## config.mk

```make
export PLATFORM = sky130hd
export DESIGN_NAME = hmr_recovery_halt_responder_flat
export DESIGN_NICKNAME = d
export VERILOG_FILES = /design/src/rtl/hmr_recovery_halt_responder_if.sv /design/src/rtl/hmr_recovery_halt_responder.sv /design/src/flat_wrapper.sv
export SDC_FILE = /design/constraint.sdc
export NUM_CORES = 1
export LEC_CHECK = 0
export ABC_AREA = 1
export CORE_ASPECT_RATIO = 0.6
export CORE_UTILIZATION = 25
export CTS_CLUSTER_SIZE = 8
export DETAILED_ROUTE_END_ITERATION = 10
export PLACE_DENSITY_LB_ADDON = 0.25
export SETUP_SLACK_MARGIN = 0.5
export SYNTH_ARGS = -nofsm -noshare
export SYNTH_HDL_FRONTEND = slang
export SYNTH_SLANG_ARGS = --single-unit
```

## constraint.sdc

```tcl
create_clock -name clk_i -period 2.63 [get_ports clk_i]
set_input_delay 0.3945 -clock clk_i [delete_from_list [all_inputs] [get_ports clk_i]]
set_output_delay 0.3945 -clock clk_i [all_outputs]
set_load 0.03 [all_outputs]
```

## src/rtl/hmr_recovery_halt_responder_if.sv

```systemverilog
// Signal bundle between the recovery controller, the core and its instr/data OBI ports.
// The responder uses the slave view; the surrounding environment uses the master view.
interface hmr_recovery_halt_responder_if;
  logic instr_lock_i;
  logic debug_req_i;
  logic debug_resume_i;
  logic debug_halt_o;
  logic core_debug_req_o;
  logic core_debug_mode_i;
  logic core_resume_o;
  logic instr_req_i;
  logic instr_gnt_o;
  logic instr_req_o;
  logic instr_gnt_i;
  logic instr_rvalid_i;
  logic data_req_i;
  logic data_gnt_o;
  logic data_req_o;
  logic data_gnt_i;
  logic data_rvalid_i;
  logic error_o;

  modport slave (
    input  instr_lock_i, debug_req_i, debug_resume_i, core_debug_mode_i,
    input  instr_req_i, instr_gnt_i, instr_rvalid_i,
    input  data_req_i, data_gnt_i, data_rvalid_i,
    output debug_halt_o, core_debug_req_o, core_resume_o,
    output instr_gnt_o, instr_req_o, data_gnt_o, data_req_o, error_o
  );

  modport master (
    output instr_lock_i, debug_req_i, debug_resume_i, core_debug_mode_i,
    output instr_req_i, instr_gnt_i, instr_rvalid_i,
    output data_req_i, data_gnt_i, data_rvalid_i,
    input  debug_halt_o, core_debug_req_o, core_resume_o,
    input  instr_gnt_o, instr_req_o, data_gnt_o, data_req_o, error_o
  );
endinterface

```

## src/rtl/hmr_recovery_halt_responder.sv

```systemverilog
// Core-side responder for the HMR halt/resume handshake: gates OBI requests, tracks
// outstanding transactions and acknowledges a halt only once the core is halted and drained.
module hmr_recovery_halt_responder #(
  parameter int unsigned MaxOutstanding = 4
) (
  input logic                          clk_i,
  input logic                          rst_ni,
  hmr_recovery_halt_responder_if.slave bus
);

  localparam int unsigned CntWidth = $clog2(MaxOutstanding + 1);
  localparam logic [CntWidth-1:0] CntMax = CntWidth'(MaxOutstanding);

  typedef enum logic [1:0] {
    RUN    = 2'd0,
    DRAIN  = 2'd1,
    HALTED = 2'd2,
    RESUME = 2'd3
  } state_e;

  state_e              state;
  logic [CntWidth-1:0] icnt;
  logic [CntWidth-1:0] dcnt;
  logic                core_debug_req_q;
  logic                debug_halt_q;
  logic                core_resume_q;
  logic                error_q;

  logic instr_fire;
  logic data_fire;
  logic drain_done;
  logic error_event;

  assign bus.instr_req_o = bus.instr_req_i & ~bus.instr_lock_i & (icnt != CntMax);
  assign bus.instr_gnt_o = bus.instr_gnt_i & bus.instr_req_o;
  assign bus.data_req_o  = bus.data_req_i & (dcnt != CntMax);
  assign bus.data_gnt_o  = bus.data_gnt_i & bus.data_req_o;

  assign instr_fire = bus.instr_req_o & bus.instr_gnt_i;
  assign data_fire  = bus.data_req_o & bus.data_gnt_i;

  // A grant landing in the same cycle would open a new transaction, so it blocks the halt ack.
  assign drain_done = bus.core_debug_mode_i & (icnt == '0) & (dcnt == '0)
                    & ~instr_fire & ~data_fire;

  assign error_event = (bus.instr_rvalid_i & (icnt == '0))
                     | (bus.data_rvalid_i & (dcnt == '0))
                     | (bus.debug_resume_i & (state != HALTED));

  assign bus.core_debug_req_o = core_debug_req_q;
  assign bus.debug_halt_o     = debug_halt_q;
  assign bus.core_resume_o    = core_resume_q;
  assign bus.error_o          = error_q;

  // A simultaneous grant and response cancel out; a stray response never underflows.
  always_ff @(posedge clk_i) begin
    if (!rst_ni) begin
      icnt <= '0;
      dcnt <= '0;
    end else begin
      if (instr_fire && !bus.instr_rvalid_i) begin
        icnt <= icnt + CntWidth'(1);
      end else if (bus.instr_rvalid_i && !instr_fire && (icnt != '0)) begin
        icnt <= icnt - CntWidth'(1);
      end
      if (data_fire && !bus.data_rvalid_i) begin
        dcnt <= dcnt + CntWidth'(1);
      end else if (bus.data_rvalid_i && !data_fire && (dcnt != '0)) begin
        dcnt <= dcnt - CntWidth'(1);
      end
    end
  end

  always_ff @(posedge clk_i) begin
    if (!rst_ni) begin
      error_q <= 1'b0;
    end else if (error_event) begin
      error_q <= 1'b1;
    end
  end

  // Outputs are loaded on the transition so each one appears the cycle after its trigger.
  always_ff @(posedge clk_i) begin
    if (!rst_ni) begin
      state            <= RUN;
      core_debug_req_q <= 1'b0;
      debug_halt_q     <= 1'b0;
      core_resume_q    <= 1'b0;
    end else begin
      core_resume_q <= 1'b0;
      case (state)
        RUN: begin
          if (bus.debug_req_i) begin
            state            <= DRAIN;
            core_debug_req_q <= 1'b1;
          end
        end
        DRAIN: begin
          if (drain_done) begin
            state        <= HALTED;
            debug_halt_q <= 1'b1;
          end
        end
        HALTED: begin
          if (bus.debug_resume_i) begin
            state            <= RESUME;
            debug_halt_q     <= 1'b0;
            core_debug_req_q <= 1'b0;
            core_resume_q    <= 1'b1;
          end
        end
        RESUME: begin
          if (!bus.core_debug_mode_i) begin
            state <= RUN;
          end
        end
        default: begin
          state            <= RUN;
          core_debug_req_q <= 1'b0;
          debug_halt_q     <= 1'b0;
        end
      endcase
    end
  end

endmodule
```

## src/flat_wrapper.sv

```systemverilog
// flat-port wrapper written by rule: the top's interface ports become plain ports
module hmr_recovery_halt_responder_flat 
#(
  parameter int unsigned MaxOutstanding = 4
)
  (clk_i, rst_ni, bus_instr_lock_i, bus_debug_req_i, bus_debug_resume_i, bus_core_debug_mode_i, bus_instr_req_i, bus_instr_gnt_i, bus_instr_rvalid_i, bus_data_req_i, bus_data_gnt_i, bus_data_rvalid_i, bus_debug_halt_o, bus_core_debug_req_o, bus_core_resume_o, bus_instr_gnt_o, bus_instr_req_o, bus_data_gnt_o, bus_data_req_o, bus_error_o);
  hmr_recovery_halt_responder_if bus_i ();
  input logic clk_i;
  input logic rst_ni;
  input wire logic [$bits(bus_i.instr_lock_i)-1:0] bus_instr_lock_i;
  input wire logic [$bits(bus_i.debug_req_i)-1:0] bus_debug_req_i;
  input wire logic [$bits(bus_i.debug_resume_i)-1:0] bus_debug_resume_i;
  input wire logic [$bits(bus_i.core_debug_mode_i)-1:0] bus_core_debug_mode_i;
  input wire logic [$bits(bus_i.instr_req_i)-1:0] bus_instr_req_i;
  input wire logic [$bits(bus_i.instr_gnt_i)-1:0] bus_instr_gnt_i;
  input wire logic [$bits(bus_i.instr_rvalid_i)-1:0] bus_instr_rvalid_i;
  input wire logic [$bits(bus_i.data_req_i)-1:0] bus_data_req_i;
  input wire logic [$bits(bus_i.data_gnt_i)-1:0] bus_data_gnt_i;
  input wire logic [$bits(bus_i.data_rvalid_i)-1:0] bus_data_rvalid_i;
  output wire logic [$bits(bus_i.debug_halt_o)-1:0] bus_debug_halt_o;
  output wire logic [$bits(bus_i.core_debug_req_o)-1:0] bus_core_debug_req_o;
  output wire logic [$bits(bus_i.core_resume_o)-1:0] bus_core_resume_o;
  output wire logic [$bits(bus_i.instr_gnt_o)-1:0] bus_instr_gnt_o;
  output wire logic [$bits(bus_i.instr_req_o)-1:0] bus_instr_req_o;
  output wire logic [$bits(bus_i.data_gnt_o)-1:0] bus_data_gnt_o;
  output wire logic [$bits(bus_i.data_req_o)-1:0] bus_data_req_o;
  output wire logic [$bits(bus_i.error_o)-1:0] bus_error_o;
  assign bus_i.instr_lock_i = bus_instr_lock_i;
  assign bus_i.debug_req_i = bus_debug_req_i;
  assign bus_i.debug_resume_i = bus_debug_resume_i;
  assign bus_i.core_debug_mode_i = bus_core_debug_mode_i;
  assign bus_i.instr_req_i = bus_instr_req_i;
  assign bus_i.instr_gnt_i = bus_instr_gnt_i;
  assign bus_i.instr_rvalid_i = bus_instr_rvalid_i;
  assign bus_i.data_req_i = bus_data_req_i;
  assign bus_i.data_gnt_i = bus_data_gnt_i;
  assign bus_i.data_rvalid_i = bus_data_rvalid_i;
  assign bus_debug_halt_o = bus_i.debug_halt_o;
  assign bus_core_debug_req_o = bus_i.core_debug_req_o;
  assign bus_core_resume_o = bus_i.core_resume_o;
  assign bus_instr_gnt_o = bus_i.instr_gnt_o;
  assign bus_instr_req_o = bus_i.instr_req_o;
  assign bus_data_gnt_o = bus_i.data_gnt_o;
  assign bus_data_req_o = bus_i.data_req_o;
  assign bus_error_o = bus_i.error_o;
  hmr_recovery_halt_responder #(.MaxOutstanding(MaxOutstanding)) u_core (.clk_i(clk_i), .rst_ni(rst_ni), .bus(bus_i));
endmodule
```

==> run notes, run 1 <==
Main metrics from the flow reports.

The number of antenna violations at the first check in global routing is 0. The number of clock sinks is 12. The area of the core is 0.00291 mm2. After detailed routing, the number of vias per cell comes to between 4 and 5. The ratio of total power to cell area came out at 834 mW/mm2.

The synthesis report lists the Yosys warning total as 0. The reported leakage power is 0.510 nW. The combinational gate area is 450 um2. Setup repair after global routing left no endpoint under its margin. The number of flip-flops and latches in the synthesized netlist is 12. The mean instance size in the synthesized netlist came out at 7.00 um2.

Global routing used about 11% of the available tracks. For reference, full adder, half adder and majority cells occupy 11.6% of the area reported after synthesis. The fraction of final layout cells sized beyond drive strength 1 is between 10% and 20%. The fraction of power consumed by combinational cells came out at 45.6%. The top fanout value on the critical path came out at 3. The final clock period utilization by the worst path is 77.0%. The slack of the worst reg-to-reg path came out at 0.88 ns. At the floorplan stage, the core utilization is reported as 26.7%. The aoi/oai-family share of the synthesized area is 12.2%. The synthesized netlist contains 22 unique library cells.

The count of antenna diodes in the layout came out at 0. The worst setup path is of the in2out kind. The routability congestion estimate is a little under 0.8. The number of cells traversed by the worst hold path is 2. The largest total area in the synthesized netlist belongs to dfxtp_1. The number of global-route vias before repair is 614.

At floorplan, the net count of the design was reported as 129. The vertical die dimension reported for this design is 45.2 um. On met2, the global router reports a usage of between 10% and 20%.

The run finished with clean final reports. The synthesized cell area came out at 777 um2. The horizontal die dimension reported for this design is 74.0 um. Post-synthesis, Yosys gives the total cell area as 777 um2. The required time at the worst endpoint is listed as 2.24 ns.

Per the detail_route log, the uppermost layer with routed signals is met4.
[run 1: stage by stage]
| step | utilization (%) | std cells | cell area [um2] |
|---|---|---|---|
| floorplan | - | 111 | 777 |
| global placement | 34.8 | 171 | 1010 |
| detailed placement | 34.8 | 171 | 1010 |
| CTS | 36.5 | 175 | 1060 |
| global route | 36.6 | 175 | 1060 |
| finish | 36.6 | 175 | 1060 |
[run 1: area by class of cell]
class | count | area share (%)
clock buffer | 4 | 5.18
inverter | 21 | 7.41
multi-input combinational | 77 | 42.4
sequential | 12 | 22.6
tap | 42 | 4.94
timing repair buffer | 19 | 17.5
[run 1: worst max-delay path by stage]
stage | slack [ns] | endpoint | cells past startpoint | startpoint
detailed placement | 0.29 | bus_instr_gnt_o | 6 | bus_instr_req_i
CTS | 0.56 | bus_instr_gnt_o | 6 | bus_instr_req_i
global route | 0.51 | bus_instr_gnt_o | 6 | bus_instr_req_i
global placement | 0.35 | bus_instr_gnt_o | 6 | bus_instr_req_i
finish | 0.60 | bus_instr_gnt_o | 6 | bus_instr_req_i
floorplan | 0.92 | u_core.icnt[2] | 12 | bus_instr_req_i
[run 1: cells by family (layout without fill, tap and decap cells)]
group,Yosys count,in the layout
simple gates,54,54
flops,12,12
compound gates,17,17
buf+inv,22,44
fa+ha+maj,6,6
[run 1: cells in the final DEF (no fill, tap or decap), types with 3 or more instances in the layout]
| cell | netlist | layout |
|---|---|---|
| a21oi_1 | 7 | 7 |
| clkbuf_8 | 0 | 4 |
| clkdlybuf4s50_1 | 0 | 15 |
| dfxtp_1 | 12 | 12 |
| dlygate4sd2_1 | 0 | 3 |
| ha_1 | 4 | 4 |
| inv_1 | 18 | 18 |
| nand2_1 | 15 | 15 |
| nand2_2 | 4 | 4 |
| nand3_1 | 10 | 10 |
| nor2_1 | 18 | 18 |
| o21ai_0 | 6 | 6 |
[run 1: power by group through the flow]
stage | combinational, mW | sequential (mW) | clock (mW)
5_1_grt | 0.453 | 0.287 | 0.221
3_3_place_gp | 0.403 | 0.279 | 0
2_1_floorplan | 0.262 | 0.309 | 0
6_report | 0.404 | 0.278 | 0.204
3_5_place_dp | 0.406 | 0.283 | 0
4_1_cts | 0.406 | 0.279 | 0.213
[run 1: critical path, cell delays in order]
cell and delay (ns):
clkdlybuf4s50_1 0.46, inv_1 0.04, nor2_1 0.14, nand3_2 0.13
inv_2 0.10, clkdlybuf4s15_1 0.37
[run 1: state kept, by name (all words and copies together), names as in the netlist]
signal                       flops
u_core.bus.debug_halt_o          1
u_core.icnt                      3
u_core.bus.core_resume_o         1
u_core.bus.core_debug_req_o      1
u_core.dcnt                      3
u_core.state                     2
u_core.bus.error_o               1
[run 1: cell usage after synthesis, types with 2 or more instances]
cell type / instances
a21oi_1: 7
nand3_2: 2
inv_2: 2
inv_1: 18
nand2_4: 2
nand2_1: 15
ha_1: 4
fa_1: 2
o21ai_0: 6
nand2_2: 4
nand3_1: 10
dfxtp_1: 12
nor2_1: 18
[run 1: what timing repair did]
| item | CTS | global route |
|---|---|---|
| setup endpoints to repair | 4 | 1 |
| resized | 4 | 1 |
| pin swaps | 0 | 0 |
| endpoints found under the hold margin | 0 | 0 |
**Run 1: gate families picked out**

Drawn at 4 px/um.
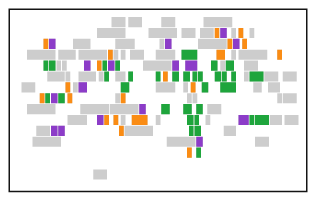
family	colour	cells
nor cells	orange	20
nand cells	green	33
aoi and oai cells	purple	16

**Run 1: metal 3**

Drawn at 8 px/um.
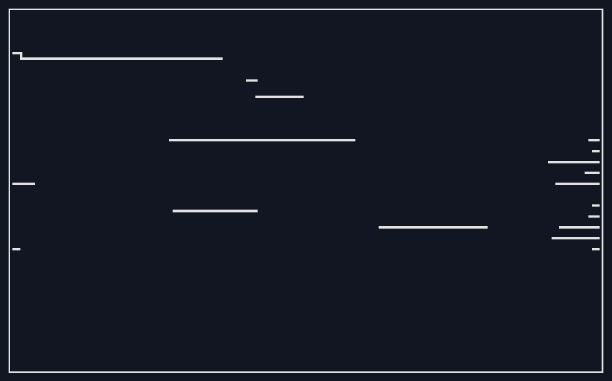
main direction	horizontal
nets with wire on the layer	16
share of all routed wire	6.4%
Routed Wire Length: 1740 um
detailed-route via count: 716

**Run 1: clock nets**

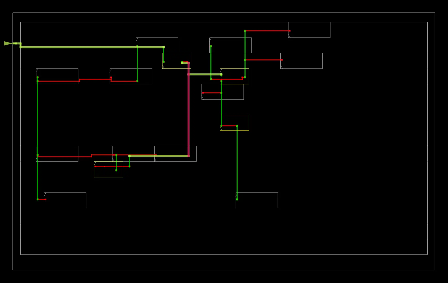
Power Clock: 0.204 mW
registers: 12

**Run 1: routed metal, one colour a layer**

Drawn at 4 px/um.
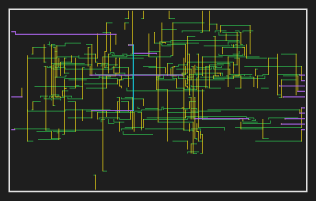

==> run 2, diff against run 1 <==
==> constraint.sdc (replaced) <==
create_clock -name clk_i -period 2.1 [get_ports clk_i]
set_input_delay 0.315 -clock clk_i [delete_from_list [all_inputs] [get_ports clk_i]]
set_output_delay 0.315 -clock clk_i [all_outputs]
set_load 0.03 [all_outputs]
**Run 2: routed metal, one colour a layer**

Drawn at 4 px/um.
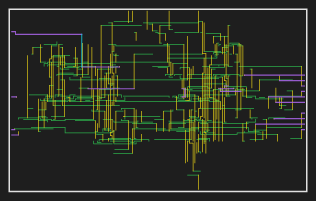
layer	colour	wire length
M2	yellow	901 um
M4	cyan	8.20 um
M3	purple	115 um
M1	green	952 um
Routed Wire Length: 1980 um
detailed-route via count: 795

==> run 2 against run 1 <==
- synthesized cell count did not move
- utilization rose by 4.0 points
- wire length rose by 13%
- register-to-register slack got worse by 0.36 ns
- global-route usage is 1.6 points higher
- critical path depth rose by 4
- clock skew increased by 0.0033 ns
- non-clock buffer count rose by 10
- critical path type is now in2reg
- critical endpoint is now u_core.dcnt[2]
- largest power group unchanged
- highest routed layer unchanged
==> run notes, run 2 <==
Main metrics from the flow reports.

The synthesized cell area came out at 777 um2 (unchanged). The x dimension of the die was 74.0 um (unchanged). The slack of the worst reg-to-reg path was 0.52 ns (-0.36 ns). The pre-placement core utilization came out at 26.7% (unchanged). The run finished with clean final reports.

The routability congestion estimate came out at 0.785 (+1.2%). In the final layout, the registers with the most flip-flops are u_core.dcnt (3), u_core.icnt (3), u_core.state (2). Traced cell by cell, the critical path runs through clkdlybuf4s50_1, inv_2, nand2_4, fa_2, inv_2, nand3_2, nand2_2, nand3_2, nand2_1, nor2_1. The top fanout value on the critical path is 3 (unchanged). The chip area estimate from yosys synthesis was 777 um2 (unchanged). The number of clock sinks came out at 12 (unchanged). The total routing usage reported by global routing came to 12.5% (+1.6 points). The fraction of final layout cells sized beyond drive strength 1 is 34.5% (+22 points).

The largest delay contributor family on the critical path is buffers and inverters. The worst path uses 75.8% of the clock period. The reported leakage power is 0.573 nW (+12%). The count of unique library cells instantiated by Yosys was 22 (unchanged). The maximum cell stage delay along the critical path is 0.47 ns (about the same). The mean number of vias per cell was 4.32 (+5.6%). Setup repair after global routing could not meet its margin everywhere.
**Run 2: gate families picked out**

Drawn at 4 px/um.
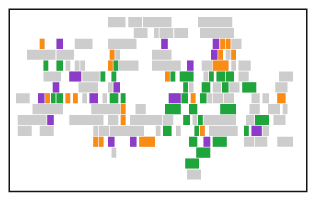
family	colour	cells
nand cells	green	33
aoi and oai cells	purple	16
nor cells	orange	20

## run 2: cell counts after synthesis
No cell type changed its count.
## run 2: kinds of logic after synthesis
group                    count (synthesis)  share of synthesized area [%]
flip-flops                              12                           30.9
buffers and inverters                   22                           11.1
adder cells (fa/ha/maj)                  6                           11.6
AND-OR/OR-AND                           17                           12.2
AND/OR/NAND/NOR                         54                           34.1
## run 2: power by group through the flow
| stage | sequential, mW | combinational (mW) | clock (mW) |
|---|---|---|---|
| after global placement | 0.352 | 0.506 | 0 |
| after global routing | 0.368 | 0.657 | 0.223 |
| final | 0.360 | 0.594 | 0.207 |
| after CTS | 0.357 | 0.544 | 0.214 |
| after floorplan | 0.389 | 0.330 | 0 |
| after detailed placement | 0.359 | 0.523 | 0 |
## run 2: metal layers
layer,global-route usage [%],vias up,share of wire (%)
met5,0,-,0
met4,2.31,0,0.40
met3,4.46,2,5.8
met2,21.5,24,46
met1,15.2,358,48
li1,-,411,-
## run 2: layout make-up
class / instances / area, um2
clock buffers: 3 / 41.3
well taps: 42 / 52.6
fillers: 313 / 1730
repair buffers: 29 / 250
inverters: 21 / 83.8
multi-input cells: 77 / 494
flip-flops and latches: 12 / 256
## run 2: worst min-delay path, delay by kind of cell, from the launching register on
family          cells  cell delay (ns)
buf+inv             1             0.05
flops               1             0.32
compound gates      1             0.08
## run 2: worst paths after layout
| path | startpoint | end | cells after the start |
|---|---|---|---|
| max | bus_data_rvalid_i | u_core.dcnt[2] | 10 |
| min | u_core.bus.error_o | u_core.bus.error_o | 2 |
| max reg2reg | u_core.dcnt[0] | u_core.dcnt[2] | 12 |
| min reg2reg | u_core.bus.error_o | u_core.bus.error_o | 2 |
## run 2: what timing repair did
item | CTS | global route
setup endpoints to repair | 7 | 8
resized | 25 | 16
setup buffers | 4 | 6
pin swaps | 8 | 10
endpoints found under the hold margin | 0 | 0
cloned | 0 | 0
## run 2: metrics by stage
| stage | power (mW) | util, % | instances | area, um2 |
|---|---|---|---|---|
| after global routing | 1.25 | 40.5 | 184 | 1180 |
| after floorplan | 0.719 | - | 111 | 785 |
| after global placement | 0.858 | 35.0 | 171 | 1020 |
| final | 1.16 | 40.5 | 184 | 1180 |
| after CTS | 1.12 | 38.2 | 178 | 1110 |
| after detailed placement | 0.882 | 35.0 | 171 | 1020 |
**Run 2: clock distribution**

Drawn at 8 px/um.
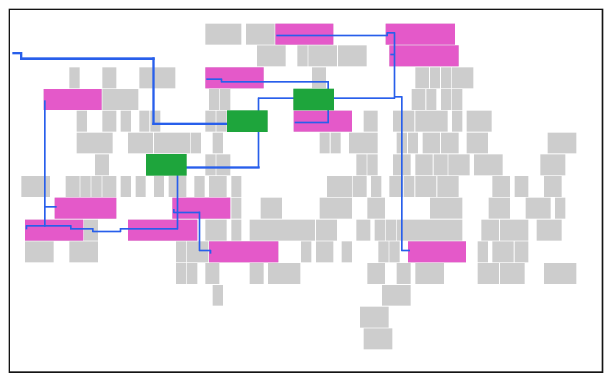

==> run 3, diff against run 2 <==
==> constraint.sdc (replaced) <==
create_clock -name clk_i -period 1.6 [get_ports clk_i]
set_input_delay 0.24 -clock clk_i [delete_from_list [all_inputs] [get_ports clk_i]]
set_output_delay 0.24 -clock clk_i [all_outputs]
set_load 0.03 [all_outputs]
**Run 3: clock distribution**

Drawn at 8 px/um.
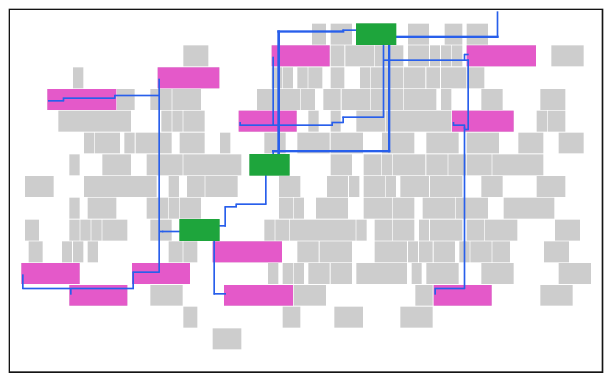
[flip-flops] magenta | count: 12
[clock-net drivers] green | count: 3
[clock wires] blue | length: 262 um
routed clock nets	4
flops lie	all over the die

**Run 3: clock nets**

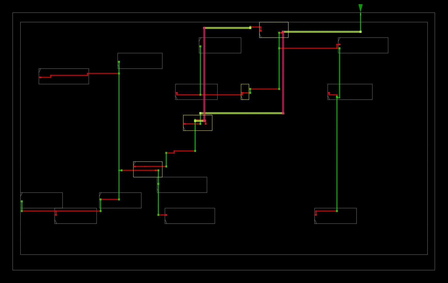
Sinks on Clock Net: 12
clock buffer count in the final layout: 3

==> run 3 against run 2 <==
- wire length is 31% higher
- cell count is 14% higher
- cell area is 33% higher
- register-to-register slack worse by 0.43 ns
- setup slack worse by 0.44 ns
- count of clock-buffer cells in the layout stayed put
- synthesized cell count stayed put
- clock skew is 0.0021 ns lower
- die area stayed put
- first-iteration DRC count is 26% higher
- critical path depth is 3 lower
- highest routed layer unchanged
==> run notes, run 3 <==
Main metrics from the flow reports.

The run finished with clean final reports. The total routing usage reported by global routing came to 15.7% (+3.3 points). The startpoint identified for the worst hold timing path is u_core.bus.error_o. The synthesized cell area is 777 um2 (unchanged). The x dimension of the die is 74.0 um (unchanged). The top fanout value on the critical path came out at 2 (-1). Setup repair after global routing could not meet its margin everywhere. The combinational gate area is 651 um2 (+32%). The fraction of final layout cells sized beyond drive strength 1 is 63.1% (+29 points). The final clock period utilization by the worst path came out at 96.1%.

The sum of routed wire length over all layers came to 2590 um (+31%). The final total power was 2.01 mW (+73%). The largest registers in the layout are u_core.dcnt (3), u_core.icnt (3), u_core.state (2).

The reported leakage power came to 0.729 nW (+27%). The count of unique library cells instantiated by Yosys is 22 (unchanged). The placed wire-length estimate came out at 1510 um. The utilization of the core after routing was 53.9% (+13 points). The post-placement cell area came out at 0.00115 mm2 (+13%).

The pre-placement core utilization is 26.7% (unchanged). In this run the critical register-to-register path is launched from u_core.dcnt[1]. The register cell area after layout is 258 um2 (+0.49%). The chip area estimate from yosys synthesis is 777 um2 (unchanged). The post-route standard cell area excluding fillers came out at 0.00157 mm2 (+33%). The mean number of vias per cell came out at 4.27 (-1.1%). The number of filler instances in the final layout came out at 277 (-12%).
-- run 3: final timing paths --
path	to	slack (ns)	cells after the start
worst min register to register	u_core.bus.error_o	0.46	2
worst max register to register	u_core.dcnt[2]	0.09	12
worst max-delay path	bus_instr_gnt_o	0.06	7
worst min-delay path	u_core.bus.error_o	0.46	2
-- run 3: cell type report --
type	instances	area share, %
multi-input combinational	77	41.5
timing repair buffer	54	30.2
sequential	12	16.4
inverter	21	5.67
tap	42	3.35
clock buffer	3	2.63
clock inverter	1	0.239
-- run 3: layer usage --
layer	GRT usage [%]	up-vias	wire length, um
li1	-	461	-
met1	19.1	415	1150
met2	26.5	17	1320
met3	4.91	4	85
met4	5.77	0	30
met5	0	-	0
-- run 3: power by group through the flow --
stage,clock network [mW],registers (mW),logic (mW)
final,0.299,0.476,1.24
after global routing,0.324,0.488,1.34
after CTS,0.313,0.468,0.960
after detailed placement,0,0.484,0.776
after global placement,0,0.482,0.763
after floorplan,0,0.532,0.481
-- run 3: kinds of logic (layout without fill, tap and decap cells) --
group	after synthesis	in the layout	synth area share, %
AOI/OAI and AO/OA	17	17	12.2
DFF	12	12	30.9
and+or+nand+nor	54	54	34.1
buffers and inverters	22	79	11.1
adders and majority gates	6	6	11.6
-- run 3: worst max-delay path, cell delays in order (launching register included) --
cell and delay, ns:
dfxtp_2 0.34, nor2_4 0.14, nand2_4 0.07, nand3_4 0.10, inv_4 0.04, buf_4 0.12, buf_6 0.11, buf_6 0.12
-- run 3: repair_timing --
item                       4_1_cts  5_1_grt
setup buffers                   12       10
hold endpoints to repair         0        0
pin swaps                       15       22
setup endpoints to repair       19       15
gates resized                   60       29
-- run 3: metrics by stage --
step / hold WS [ns] / std cells
floorplan: 0.369 / 111
global placement: 0.459 / 184
detailed placement: 0.483 / 184
CTS: 0.480 / 200
global route: 0.493 / 210
finish: 0.461 / 210
No activity file was given, so power comes from the tool's default toggle rates.
